==> run_1/m2.png <==
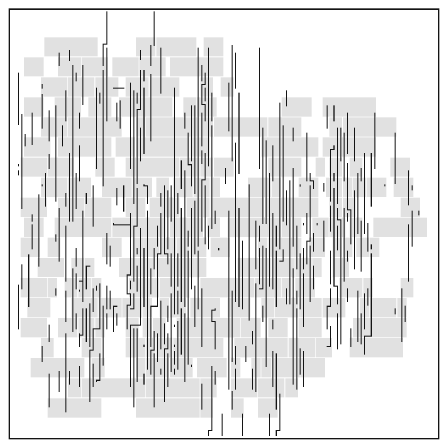
==> run_1/congestion_map.png <==
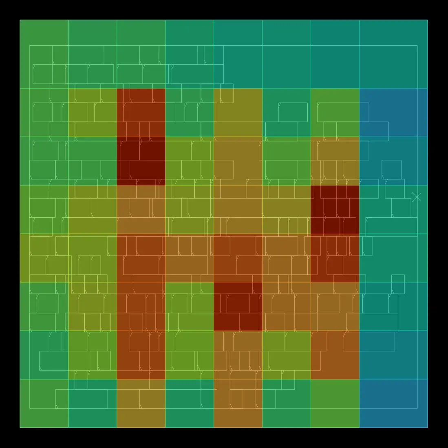
==> run_1/m3.png <==
Bar = 20 um.
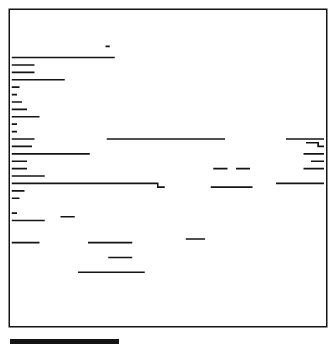
===== config.mk =====
export PLATFORM = sky130hd
export DESIGN_NAME = squ_burst_scheduler
export DESIGN_NICKNAME = d
export VERILOG_FILES = /design/src/rtl/squ_ctrl_pkg.sv /design/src/rtl/squ_rr_arbiter.sv /design/src/rtl/squ_burst_scheduler.sv
export SDC_FILE = /design/constraint.sdc
export NUM_CORES = 1
export LEC_CHECK = 0
export CORE_UTILIZATION = 43
export DETAILED_ROUTE_END_ITERATION = 10
export GPL_TIMING_DRIVEN = 0
export PLACE_DENSITY = 0.83
export SLEW_MARGIN = 5
export SYNTH_ARGS = -nofsm -noshare
export SYNTH_HDL_FRONTEND = slang
export SYNTH_SLANG_ARGS = --single-unit
export TNS_END_PERCENT = 1

===== constraint.sdc =====
create_clock -name clk -period 1.65 [get_ports clk]
set_clock_uncertainty 0.2 [all_clocks]
set_input_delay 0.495 -clock clk [delete_from_list [all_inputs] [get_ports clk]]
set_output_delay 0.495 -clock clk [all_outputs]
set_load 0.05 [all_outputs]

===== src/rtl/squ_ctrl_pkg.sv =====
// Shared control definitions for the squ datapath burst scheduler.
package squ_ctrl_pkg;

   localparam int SQU_W    = 5;
   localparam int SQU_NREQ = 2;

   typedef enum logic [2:0] {
      ST_IDLE   = 3'd0,
      ST_CLEAR  = 3'd1,
      ST_STREAM = 3'd2,
      ST_DRAIN  = 3'd3,
      ST_RESP   = 3'd4
   } state_t;

endpackage


===== src/rtl/squ_rr_arbiter.sv =====
// Two-way round-robin pick; purely combinational.
module squ_rr_arbiter
   import squ_ctrl_pkg::*;
(
   input  logic [SQU_NREQ-1:0] valid,
   input  logic                last_grant,
   output logic                gnt_id,
   output logic                gnt_any
);

   always_comb begin
      gnt_any = |valid;
      if (&valid) gnt_id = ~last_grant;
      else        gnt_id = valid[1];
   end

endmodule


===== src/rtl/squ_burst_scheduler.sv =====
// Burst scheduler: grants the serial datapath to one requester per job,
// streams BURST_LEN words and collects one result bit per word.
module squ_burst_scheduler
   import squ_ctrl_pkg::*;
#(
   parameter int BURST_LEN = 8,
   parameter int DP_LAT    = 1
) (
   input  logic                 clk,
   input  logic                 reset,
   input  logic                 req0_valid,
   input  logic                 req1_valid,
   input  logic [SQU_W-1:0]     req0_data,
   input  logic [SQU_W-1:0]     req1_data,
   output logic                 req0_ready,
   output logic                 req1_ready,
   output logic                 dp_clr,
   output logic                 dp_en,
   output logic [SQU_W-1:0]     dp_d_in,
   input  logic                 dp_d_out,
   output logic                 rsp_valid,
   input  logic                 rsp_ready,
   output logic                 rsp_id,
   output logic [BURST_LEN-1:0] rsp_data,
   output logic                 busy
);

   localparam int CW = $clog2(BURST_LEN + 1);

   state_t            state, state_nx;
   logic              gnt_q, last_grant;
   logic              gnt_id, gnt_any;
   logic              hs, smp, done;
   logic [CW-1:0]     word_cnt, sample_cnt;
   logic [DP_LAT-1:0] en_dly;

   squ_rr_arbiter u_arb (
      .valid      ({req1_valid, req0_valid}),
      .last_grant (last_grant),
      .gnt_id     (gnt_id),
      .gnt_any    (gnt_any)
   );

   assign hs   = (state == ST_STREAM) & (gnt_q ? req1_valid : req0_valid);
   assign smp  = en_dly[DP_LAT-1];
   // The final sample may land in the same cycle DRAIN checks for completion
   assign done = (sample_cnt == CW'(BURST_LEN))
               | (smp & (sample_cnt == CW'(BURST_LEN - 1)));

   assign req0_ready = (state == ST_STREAM) & ~gnt_q;
   assign req1_ready = (state == ST_STREAM) & gnt_q;
   assign dp_clr     = (state == ST_CLEAR);
   assign busy       = (state != ST_IDLE);
   assign rsp_id     = gnt_q;

   always_ff @(posedge clk) begin
      if (reset) state <= ST_IDLE;
      else       state <= state_nx;
   end

   always_comb begin
      state_nx = state;
      unique case (state)
         ST_IDLE:   if (gnt_any) state_nx = ST_CLEAR;
         ST_CLEAR:  state_nx = ST_STREAM;
         ST_STREAM: if (hs && word_cnt == CW'(BURST_LEN - 1)) state_nx = ST_DRAIN;
         ST_DRAIN:  if (done) state_nx = ST_RESP;
         ST_RESP:   if (rsp_ready) state_nx = ST_IDLE;
         default:   state_nx = ST_IDLE;
      endcase
   end

   always_ff @(posedge clk) begin
      if (reset) begin
         gnt_q      <= 1'b0;
         last_grant <= 1'b1;
         dp_en      <= 1'b0;
         dp_d_in    <= '0;
         en_dly     <= '0;
         word_cnt   <= '0;
         sample_cnt <= '0;
         rsp_data   <= '0;
         rsp_valid  <= 1'b0;
      end else begin
         dp_en     <= hs;
         en_dly[0] <= dp_en;
         for (int i = 1; i < DP_LAT; i++) en_dly[i] <= en_dly[i-1];
         rsp_valid <= (state_nx == ST_RESP);

         if (state == ST_IDLE) begin
            dp_d_in <= '0;
            if (gnt_any) gnt_q <= gnt_id;
         end

         if (hs) begin
            dp_d_in  <= gnt_q ? req1_data : req0_data;
            word_cnt <= word_cnt + CW'(1);
         end

         if (state == ST_CLEAR) begin
            word_cnt   <= '0;
            sample_cnt <= '0;
            rsp_data   <= '0;
         end else if (smp) begin
            sample_cnt <= sample_cnt + CW'(1);
            for (int i = 0; i < BURST_LEN; i++)
               if (sample_cnt == CW'(i)) rsp_data[i] <= dp_d_out;
         end

         if (state == ST_RESP && rsp_ready) last_grant <= gnt_q;
      end
   end

endmodule


==> job_summary.md, run 1 <==
### Flow metrics

| Metric | Value |
|---|---|
| Yosys chip area | 0.00135 sq mm |
| Dpl ws | -0.935 ns |
| Worst-path fanout max | 7 |
| Synth Net Count | 168 |
| Die width | 58.0 um |
| Synthesis Warnings | 0 |
| First-pass GRT wire length | 5180 um |
| Failing checks | DRC, setup timing |
| Area of the core | 0.00285 sq mm |
| Post-synth cell types | 39 |
| Row cnt | 19 |
| CTS tree | built |
| CTS Sinks | 29 |
| Worst Path Required | 0.95 ns |
| Worst slew pin tran | 0.503 ns |
| Most frequent logic cell in the layout | dfxtp_1 |
| Status | finished with violations |
| Total CTS buffers | 5 |
| Min-Delay Endpoint | dp_d_in[3] |
| ANT nets after route | 0 |
| Final period util | 126% |
| Final Hold Viols | 0 |
| I/O pins | 36 |
| Clk latency late pin | 0.32 ns |
| Post-synth ARST share | 0% |
| Ys flop type | dfxtp_1 |
| Hold Path Class | register to register |
| Layout Area Growth over Synthesis | 36.1% |
| GR Overflow Total | 0 |
| Crit Path Class | register to output port |
| Reg clk slew, reported paths | 0.09 ns |
| Synth flops | 29 |
| Post-synth EDFFs | 0 |
| Port Buffers | 33 |
| H-Tree Depth | 2 |
| Arrival time worst endpoint | 1.39 ns |
| Reg2Reg Depth | 4 |
| Leakage | 0.727 nW |
| Log Warnings | 32 |
| Max Slew Vio Count | 0 |
| Die H | 58.0 um |
| Worst Slack Setup Final | -0.434 ns |
| Pre-Place Util | 47.3% |
| Chip area | 0.00337 sq mm |
| Pre-antenna DRT Iters | 7 |
| Detailed placement HPWL | 2270 um |
| Hold path depth | 1 |
| Most frequent cells in the layout | dfxtp_1, clkbuf_4, clkdlybuf4s50_1 |
| Reg-to-Reg End | word_cnt[2] |
| Syn Inst Count | 147 |
| Max-Cap Viols | 0 |
| F_max | 480 MHz |
| P per Cell Area | 774 mW/mm^2 |
| Reg-to-reg startpoint | state[1] |
| Initial antenna violation count | 0 |
| Proportion of layout cells with a drive suffix above 1 | 28.8% |
| Via count | 1282 |
| Final WL | 3230 um |
| RSZ-0062 raised after global routing | yes |
| Iter 0 DRT Violations | 29 |
| Mean area per synthesized cell | 9.18 sq um |
| Max transition margin | 66.5% |
| Worst hold start | dp_d_in[3] |
| # DRC | 1 |
| Final Critical Period | 2.08 ns |
| Clk root buf | clkbuf_4 |
| Routability congestion estimate | 0.821 |
| GRT Total Usage | 20.0% |
| Setup crit end kind | output port |
| Mapped Area | 0.00135 sq mm |
| Register area share after synthesis | 43.0% |
| Fin nets | 211 |
| Flop-to-flop setup slack | -0.18 ns |
| Via-to-Cell Ratio | 5.77 |
| Maximum VDD drop | 0.411 mV |
| Yosys cell count | 147 |
| Pin count of the biggest net entering global routing | 11 |
| Final core occ | 64.4% |
| Final tally of setup violations | 15 |
| Number of global-route vias before repair | 1249 |
| Final setup TNS | -2.49 ns |
| Critical Path Start Type | register |
| Max clock buf depth | 2 |
| ANT cells | 0 |
Notes on m2.png above:
nets with wire on the layer = 188
wire length on this layer = 1720 um
longest straight run = 30.6 um
main direction = vertical

Notes on congestion_map.png above:
Wirelength per Cell: 14.5 um
met2 GRT Util: 35.3%
met1 Use GR: 22.0%

Notes on m3.png above:
share of all routed wire = 6.6%
main direction = horizontal
wire length on this layer = 214 um
longest straight run = 26.7 um

[run 1: cell usage after synthesis, types with 2 or more instances]
cell,number,area share [%]
a21oi_1,12,4.4
buf_2,2,0.74
clkbuf_1,5,1.4
dfxtp_1,29,43
ha_1,5,4.6
inv_1,7,1.9
mux2i_1,11,8.2
nand2_1,6,1.7
nand3_1,3,1.1
nand3b_1,2,1.1
nand4_1,6,2.8
nand4b_1,5,3.2
nor2_1,12,3.3
nor2b_1,2,0.93
nor3b_1,2,1.1
o21ai_0,7,2.6
o2bb2ai_1,5,3.2
o31ai_1,2,1.1
or2_2,2,0.93
or4_1,2,1.1
xor2_1,2,1.3
[run 1: repair_timing]
item,in CTS,in global routing
cloned,1,0
pin swaps,5,3
hold buffers,0,0
setup buffers,1,3
gates resized,121,19
setup endpoints to repair,31,26
[run 1: how the worst max path moves through the flow]
stage	cells after the start	from	to
2_1_floorplan	3	state[1]	req0_ready
3_3_place_gp	3	state[1]	req1_ready
3_5_place_dp	3	state[1]	req1_ready
4_1_cts	3	state[2]	req0_ready
5_1_grt	3	state[1]	req0_ready
6_report	3	state[1]	req0_ready
[run 1: power breakdown]
part	internal [mW]	switching (mW)	leakage, nW	total (mW)
Combinational	0.123	0.159	0.457	0.282
Sequential	0.714	0.0196	0.237	0.733
Clock	0.162	0.246	0.0320	0.408
Total	0.999	0.425	0.727	1.42
[run 1: critical path, stage by stage, from the launching register on]
cell	delay, ns
dfxtp_4	0.39
or3b_4	0.42
nor2_4	0.11
buf_8	0.15
[run 1: metal layers]
layer	wire, um	global-route usage [%]	up-vias
li1	-	-	615
met1	1280	22.0	616
met2	1720	35.3	49
met3	214	7.14	2
met4	17	7.48	0
met5	0	0	-
[run 1: per-stage QoR]
step           std cells  instance area (sq um)  hold slack, ns  total power, mW
2_1_floorplan        147                   1380           0.252            0.906
3_3_place_gp         211                   1750           0.246            0.990
4_1_cts              219                   1770           0.275             1.41
6_report             222                   1840           0.273             1.42
3_5_place_dp         211                   1750           0.246            0.997
5_1_grt              222                   1840           0.293             1.49
[run 1: flip-flops by register name (all words and copies together), names as in the netlist]
register,cells
state,3
en_dly,1
rsp_valid,1
rsp_id,1
rsp_data,8
word_cnt,4
sample_cnt,4
last_grant,1
dp_en,1
dp_d_in,5
[run 1: kinds of logic (layout without fill, tap and decap cells)]
kind of cell             after synthesis  count (layout)  share of synthesized area [%]
XOR/XNOR                               3               3                           1.95
multiplexers                          12              12                           8.99
flip-flops                            29              29                           43.0
buffers and inverters                 17              60                           5.56
AND-OR/OR-AND                         32              32                           14.8
adder cells (fa/ha/maj)                5               5                           4.63
AND/OR/NAND/NOR                       49              50                           21.0
[run 1: layout make-up]
cell class / instances / area (sq um)
plain buffers: 8 / 50.0
clock inverters: 2 / 10.0
repair buffers: 37 / 313
well taps: 31 / 38.8
flip-flops and latches: 29 / 594
inverters: 7 / 26.3
clock buffers: 6 / 41.3
fillers: 255 / 1010
multi-input cells: 102 / 764
==> inputs of run 2 (changes only) <==
--- a/config.mk
+++ b/config.mk
@@ -8,6 +8,7 @@
 export CORE_UTILIZATION = 43
 export DETAILED_ROUTE_END_ITERATION = 10
 export GPL_TIMING_DRIVEN = 0
+export MAX_ROUTING_LAYER = met4
 export PLACE_DENSITY = 0.83
 export SLEW_MARGIN = 5
 export SYNTH_ARGS = -nofsm -noshare
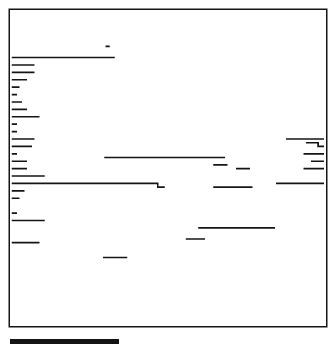
(run_2/m3.png)
Bar = 20 um.
nets with wire on the layer = 35
share of all routed wire = 5.8%

==> run 2 against run 1 <==
Against the previous run: the run still ends with DRC, setup timing left; sequential power about the same; worst setup slack worse by 0.00094 ns; sequential share of layout area did not move; synthesized area is the same; utilization is the same; cell count unchanged; critical path depth is the same; count of clock-buffer cells in the layout unchanged; via count down 1.9%; cell area is the same; critical endpoint unchanged; largest cell class unchanged; largest power group unchanged.
==> job_summary.md, run 2 <==
### Flow metrics

| Metric | Value |
|---|---|
| Status | finished with violations (unchanged) |
| Failing checks | DRC, setup timing (unchanged) |
| I/O pins | 36 (unchanged) |
| Max Slew Vio Count | 0 (unchanged) |
| Worst Setup SP | state[1] (unchanged) |
| Logic area | 764 sq um (unchanged) |
| Reg2Reg Depth | 4 (unchanged) |
| Via count | 1258 (was 1282) |
| First-pass GRT wire length | 5180 um (unchanged) |
| Flop-to-flop setup slack | -0.18 ns (about the same) |
| Reg power frac | 51.5% (about the same) |
| RSZ-0062 raised after global routing | yes (unchanged) |
| Layout Area Growth over Synthesis | 36.1% (unchanged) |
| Max clock buf depth | 2 (unchanged) |
| # DRC | 1 (unchanged) |
| Syn Inst Count | 147 (unchanged) |
| ANT nets after route | 0 (unchanged) |
| Proportion of layout cells with a drive suffix above 1 | 28.8% (unchanged) |
| Wirelength per Cell | 14.4 um (was 14.5 um) |
| Synth cell count leaders | dfxtp_1, a21oi_1, nor2_1, mux2i_1 (unchanged) |
| Worst hold start | dp_en (was dp_d_in[3]) |
| Post-synth EDFFs | 0 (unchanged) |
| Port Buffers | 33 (unchanged) |
| Area of the core | 0.00285 sq mm (unchanged) |
| Delay-heaviest family, CP | simple AND/OR/NAND/NOR gates (unchanged) |
| Synth Net Count | 168 (unchanged) |
| Synth flops | 29 (unchanged) |
| Critical-path top delay cell | or3b_4 (unchanged) |
| Final WL | 3210 um (was 3230 um) |
| Mapped Area | 0.00135 sq mm (unchanged) |
| Hold path depth | 1 (unchanged) |
| Initial antenna violation count | 0 (unchanged) |
| Crit path largest cell delay | 0.42 ns (about the same) |
| Setup crit end kind | output port (unchanged) |
| Yosys chip area | 0.00135 sq mm (unchanged) |
| CP bufs+invs | 1 (unchanged) |
| Switching Share | 29.9% (was 29.8%) |
| Int Pwr | 0.999 mW (about the same) |
| Clk root buf | clkbuf_4 (unchanged) |
| Routability congestion estimate | 0.833 (was 0.821) |
| Clock power share | 28.7% (was 28.6%) |
| Number of global-route vias before repair | 1249 (unchanged) |
| Worst-path fanout max | 7 (unchanged) |
| Chip area | 0.00337 sq mm (unchanged) |
| Pre-Place Util | 47.3% (unchanged) |
| Total CTS buffers | 5 (unchanged) |
| Most frequent logic cell in the layout | dfxtp_1 (unchanged) |
| Largest Register | rsp_data (unchanged) |
| P per Cell Area | 775 mW/mm^2 (was 774 mW/mm^2) |
| Most frequent cell after synthesis | dfxtp_1 (unchanged) |
| Final Hold Viols | 0 (unchanged) |
| Worst slew pin tran | 0.490 ns (was 0.503 ns) |
| Final period util | 126% (about the same) |
| Via-to-Cell Ratio | 5.67 (was 5.77) |
| Detailed placement HPWL | 2270 um (unchanged) |
| Reg clk slew, reported paths | 0.10 ns (was 0.09 ns) |
| Max-Cap Viols | 0 (unchanged) |
| Hold Path Class | register to register (unchanged) |
| Worst Slack Setup Final | -0.435 ns (was -0.434 ns) |
| Cell area leaders | dfxtp_1, mux2i_1, ha_1 (unchanged) |
| Leakage | 0.727 nW (unchanged) |
| Die width | 58.0 um (unchanged) |
| Fillcell total | 255 (unchanged) |
| Logic pwr share | 19.8% (about the same) |
| Row cnt | 19 (unchanged) |
| Yosys cell count | 147 (unchanged) |
| Ys flop type | dfxtp_1 (unchanged) |
| Pre-antenna DRT Iters | 7 (unchanged) |
| Arrival time worst endpoint | 1.39 ns (about the same) |
| Mean area per synthesized cell | 9.18 sq um (unchanged) |
| H-Tree Depth | 2 (unchanged) |
| Post-synth cell types | 39 (unchanged) |
| F_max | 480 MHz (about the same) |
| Min-Delay Endpoint | en_dly (was dp_d_in[3]) |
| Final Critical Period | 2.08 ns (about the same) |
| Max FFs per register | 8 (unchanged) |
| Final tally of setup violations | 15 (unchanged) |
| Reg-to-reg startpoint | state[1] (unchanged) |
| Reg-to-Reg End | word_cnt[2] (unchanged) |
| Power Total | 1.42 mW (about the same) |
| Die H | 58.0 um (unchanged) |
| Worst Path Required | 0.95 ns (about the same) |
| GRT Total Usage | 20.6% (was 20.0%) |
| Maximum VDD drop | 0.411 mV (about the same) |
| Net switching power | 0.425 mW (about the same) |
| Iter 0 DRT Violations | 36 (was 29) |
| Post-route insts no fill | 222 (unchanged) |
| Top flop regs | rsp_data x8, dp_d_in x5 (unchanged) |
| GR Overflow Total | 0 (unchanged) |
| Register area share after synthesis | 43.0% (unchanged) |
| Log Warnings | 32 (unchanged) |
| Clk latency late pin | 0.32 ns (about the same) |
| Sequential Area | 594 sq um (unchanged) |
| ANT cells | 0 (unchanged) |
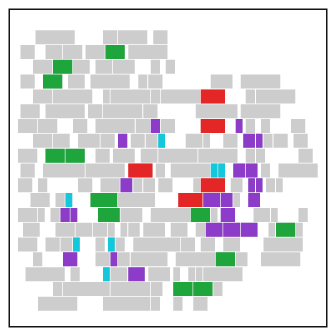
(run_2/gates.png)
purple -> nand cells  # cells 22
red -> fa/ha/maj cells  # cells 5
cyan -> inv cells  # cells 7
green -> mux cells  # cells 12

==> run 2: cell counts in the layout (fill, tap and decap cells not counted) <==
Identical to the previous run, type by type.
==> run 2: worst max path at each step <==
stage / endpoint / cells past startpoint / slack, ns
after CTS: req0_ready / 3 / -0.49
after global placement: req1_ready / 3 / -0.94
after floorplan: req0_ready / 3 / -0.23
final: req0_ready / 3 / -0.43
after detailed placement: req1_ready / 3 / -0.93
after global routing: req0_ready / 3 / -0.48
==> run 2: cells by family after synthesis <==
family | count (synthesis) | share of synthesized area [%]
buffers and inverters | 17 | 5.56
adder cells (fa/ha/maj) | 5 | 4.63
flip-flops | 29 | 43.0
XOR/XNOR | 3 | 1.95
multiplexers | 12 | 8.99
AND-OR/OR-AND | 32 | 14.8
AND/OR/NAND/NOR | 49 | 21.0
==> run 2: layout make-up <==
cell class	instances	area share (%)
repair buffers	37	17.0
clock inverters	2	0.545
well taps	31	2.11
clock buffers	6	2.25
multi-input cells	102	41.6
inverters	7	1.43
plain buffers	8	2.72
flip-flops and latches	29	32.3
==> run 2: power by group through the flow <==
| stage | combinational, mW | clock [mW] | sequential (mW) |
|---|---|---|---|
| after global routing | 0.300 | 0.449 | 0.736 |
| after CTS | 0.259 | 0.417 | 0.734 |
| after floorplan | 0.141 | 0 | 0.766 |
| after detailed placement | 0.250 | 0 | 0.746 |
| final | 0.282 | 0.408 | 0.733 |
| after global placement | 0.244 | 0 | 0.745 |
==> run 2: what timing repair did <==
item / CTS / global route
pin swaps: 5 / 3
buffers inserted: 1 / 3
gates resized: 121 / 19
endpoints found under the setup margin: 31 / 26
cloned: 1 / 0
hold buffers: 0 / 0
==> run 2: metrics by stage <==
stage          utilization, %  hold slack (ns)  cell area [sq um]  TNS [ns]
6_report                 64.4            0.275               1840     -2.49
5_1_grt                  64.4            0.293               1840     -3.36
4_1_cts                  62.2            0.275               1770     -2.42
3_5_place_dp             61.4            0.246               1750    -11.91
3_3_place_gp             61.4            0.246               1750    -11.09
2_1_floorplan               -            0.252               1380     -3.35
==> run 2: worst reg2reg max path, delay by kind of cell, from the launching register on <==
family / cells / cell delay, ns
flip-flops: 1 / 0.39
AND-OR/OR-AND: 1 / 0.13
AND/OR/NAND/NOR: 2 / 0.89
buffers and inverters: 1 / 0.15
==> run 2: layer usage <==
layer	part of all wire, %	vias up	GRT usage (%)	wire [um]
li1	-	615	-	-
met1	41	596	22.4	1310
met2	53	45	35.3	1690
met3	5.8	2	6.47	185
met4	0.62	0	7.48	20
met5	0	-	-	0
==> inputs of run 3 (changes only) <==
--- a/config.mk
+++ b/config.mk
@@ -6,6 +6,7 @@
 export NUM_CORES = 1
 export LEC_CHECK = 0
 export CORE_UTILIZATION = 43
+export CTS_BUF_LIST = sky130_fd_sc_hd__clkbuf_16
 export DETAILED_ROUTE_END_ITERATION = 10
 export GPL_TIMING_DRIVEN = 0
 export MAX_ROUTING_LAYER = met4
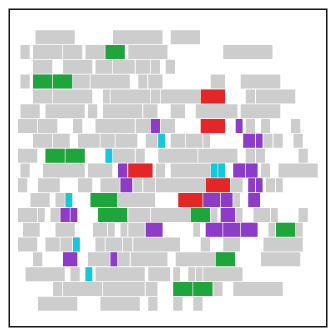
(run_3/gates.png)
cyan -> inv cells  # cells 7
purple -> nand cells  # cells 22
red -> fa/ha/maj cells  # cells 5
green -> mux cells  # cells 12

==> run 3 against run 2 <==
Against the previous run: largest power group is now the clock network; first-iteration DRC count down 28%; highest routed layer unchanged; worst setup slack worse by 0.035 ns; non-clock buffer count down 1; critical endpoint unchanged; the run still ends with DRC, setup timing left; synthesized cell count unchanged; sequential power up 0.7%; largest cell class unchanged; routed wire length down 3.6%; global-route usage up 0.097 points.
==> job_summary.md, run 3 <==
### Flow metrics

| Metric | Value |
|---|---|
| Largest Register | rsp_data (unchanged) |
| Pin count of the biggest net entering global routing | 11 (unchanged) |
| Port Buffers | 33 (unchanged) |
| Die width | 58.0 um (unchanged) |
| Top cell type by total area after synthesis | dfxtp_1 (unchanged) |
| Arrival time worst endpoint | 1.43 ns (was 1.39 ns) |
| Total CTS buffers | 5 (unchanged) |
| Final setup TNS | -3.57 ns (was -2.49 ns) |
| Final Critical Period | 2.12 ns (was 2.08 ns) |
| Initial antenna violation count | 0 (unchanged) |
| Post-synth EDFFs | 0 (unchanged) |
| RSZ-0062 raised after global routing | yes (unchanged) |
| Final period util | 128% (was 126%) |
| Post-synth ARST share | 0% (unchanged) |
| Layout Area Growth over Synthesis | 39.7% (was 36.1%) |
| Clk latency late pin | 0.27 ns (was 0.32 ns) |
| Worst-path fanout max | 10 (was 7) |
| Routability congestion estimate | 0.833 (unchanged) |
| Log Warnings | 32 (unchanged) |
| Max FFs per register | 8 (unchanged) |
| Mean area per synthesized cell | 9.18 sq um (unchanged) |
| F_max | 472 MHz (was 480 MHz) |
| Failing checks | DRC, setup timing (unchanged) |
| Synth cell count leaders | dfxtp_1, a21oi_1, nor2_1, mux2i_1 (unchanged) |
| CTS tree | built (unchanged) |
| Cell area leaders | dfxtp_1, mux2i_1, ha_1 (unchanged) |
| Synth flops | 29 (unchanged) |
| P per Cell Area | 977 mW/mm^2 (was 775 mW/mm^2) |
| Max transition margin | 69.8% (was 67.4%) |
| Power Total | 1.84 mW (was 1.42 mW) |
| Number of global-route vias before repair | 1187 (was 1249) |
| Chip area | 0.00337 sq mm (unchanged) |
| Status | finished with violations (unchanged) |
| Ys flop type | dfxtp_1 (unchanged) |
| Register area share after synthesis | 43.0% (unchanged) |
| Pre-antenna DRT Iters | 7 (unchanged) |
| Clk root buf | clkbuf_16 (was clkbuf_4) |
| Crit Path Class | register to output port (unchanged) |
| Max-Cap Viols | 0 (unchanged) |
| Final tally of setup violations | 13 (was 15) |
| Max Slew Vio Count | 0 (unchanged) |
| Worst slew pin tran | 0.452 ns (was 0.490 ns) |
| Worst Slack Setup Final | -0.470 ns (was -0.435 ns) |
| Final WL | 3090 um (was 3210 um) |
| Final core occ | 66.1% (was 64.4%) |
| Worst hold slack | 0.270 ns (was 0.275 ns) |
| Worst hold start | dp_d_in[3] (was dp_en) |
| Fin nets | 209 (was 211) |
| Syn Inst Count | 147 (unchanged) |
| Reg clk slew, reported paths | 0.05 ns (was 0.10 ns) |
| Via count | 1251 (was 1258) |
| Via-to-Cell Ratio | 5.69 (was 5.67) |
| Critical Path Start Type | register (unchanged) |
| Fin area | 0.00189 sq mm (was 0.00184 sq mm) |
| GR Overflow Total | 0 (unchanged) |
| Top flop regs | rsp_data x8, dp_d_in x5 (unchanged) |
| Reg-to-reg startpoint | state[2] (was state[1]) |
| Most frequent cell after synthesis | dfxtp_1 (unchanged) |
| Area of the core | 0.00285 sq mm (unchanged) |
| Final Hold Viols | 0 (unchanged) |
| Max clock buf depth | 2 (unchanged) |
| Pre-Place Util | 47.3% (unchanged) |
| H-Tree Depth | 2 (unchanged) |
| First-pass GRT wire length | 5070 um (was 5180 um) |
| Most frequent cells in the layout | dfxtp_1, buf_2, a21oi_1, clkdlybuf4s50_1, nor2_1 (was dfxtp_1, clkbuf_4, clkdlybuf4s50_1) |
| ANT cells | 0 (unchanged) |
| Hold Path Class | register to register (unchanged) |
| Synthesis Warnings | 0 (unchanged) |
| Yosys cell count | 147 (unchanged) |
| Setup crit end kind | output port (unchanged) |
| Mapped Area | 0.00135 sq mm (unchanged) |
| ANT nets after route | 0 (unchanged) |
| Post-route insts no fill | 220 (was 222) |
| Post-synth cell types | 39 (unchanged) |
| Proportion of layout cells with a drive suffix above 1 | 28.0% (was 28.8%) |
| CTS Sinks | 29 (unchanged) |
| GRT Total Usage | 20.7% (was 20.6%) |
| Worst Path Required | 0.95 ns (about the same) |
| Wirelength per Cell | 14.1 um (was 14.4 um) |
| Dpl ws | -0.935 ns (unchanged) |
| Leakage | 0.776 nW (was 0.727 nW) |
| Iter 0 DRT Violations | 26 (was 36) |
| I/O pins | 36 (unchanged) |
| # DRC | 1 (unchanged) |
| Yosys chip area | 0.00135 sq mm (unchanged) |
| Die H | 58.0 um (unchanged) |
| Worst Setup SP | state[2] (was state[1]) |
| Synth Net Count | 168 (unchanged) |
| Maximum VDD drop | 0.579 mV (was 0.411 mV) |
| Dpl cells | 211 (unchanged) |
| Row cnt | 19 (unchanged) |
| Detailed placement HPWL | 2270 um (unchanged) |
| Area share, top type | 43.0% (unchanged) |
| Most frequent logic cell in the layout | dfxtp_1 (unchanged) |
| DP Area | 0.00175 sq mm (unchanged) |
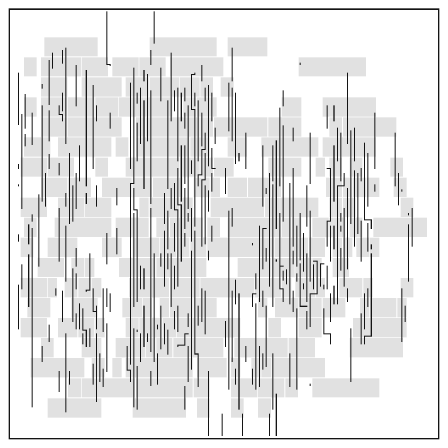
(run_3/m2.png)
nets with wire on the layer = 184
share of all routed wire = 50%
wire length on this layer = 1530 um
longest straight run = 24.5 um

run 3: where the power goes:
part           switching, mW  internal, mW
clock network          0.290         0.544
logic                  0.154         0.115
registers             0.0193         0.719
run 3: path summary, 6_finish.rpt:
path | to | slack, ns | cells past startpoint
worst max-delay path | req0_ready | -0.47 | 4
worst min-delay path | dp_d_in[3] | 0.27 | 1
worst max register to register | dp_d_in[0] | -0.30 | 6
worst min register to register | dp_d_in[3] | 0.27 | 1
run 3: repair_timing:
item | in CTS | in global routing
pin swaps | 3 | 2
hold endpoints to repair | 0 | 0
hold buffers | 0 | 0
resized | 112 | 10
setup buffers | 0 | 2
setup endpoints to repair | 32 | 20
run 3: area by class of cell:
type | instances | area (sq um)
timing repair buffer | 35 | 273
clock buffer | 5 | 125
multi-input combinational | 101 | 763
sequential | 29 | 588
buffer | 9 | 57.6
inverter | 7 | 26.3
fill | 235 | 967
clock inverter | 3 | 13.8
tap | 31 | 38.8
run 3: cells by family (layout without fill, tap and decap cells):
kind of cell               after synthesis  in the layout  synth area share, %
AOI/OAI and AO/OA                       32             32                 14.8
adders and majority gates                5              5                 4.63
buffers and inverters                   17             59                 5.56
muxes                                   12             12                 8.99
DFF                                     29             29                 43.0
xor gates and xnor gates                 3              3                 1.95
and+or+nand+nor                         49             49                 21.0
run 3: layer usage:
| metal | vias to the layer above | global-route usage [%] | wire (um) |
|---|---|---|---|
| met1 | 585 | 23.1 | 1270 |
| li1 | 613 | - | - |
| met2 | 50 | 34.3 | 1530 |
| met4 | 0 | 7.14 | 43 |
| met5 | - | - | 0 |
| met3 | 3 | 7.37 | 242 |
run 3: critical path, cell delays in order (launching register included):
cell and delay (ns):
dfxtp_1 0.30, buf_6 0.14, or3b_4 0.44, nor2_4 0.11, buf_8 0.15
No activity file was given, so power comes from the tool's default toggle rates.
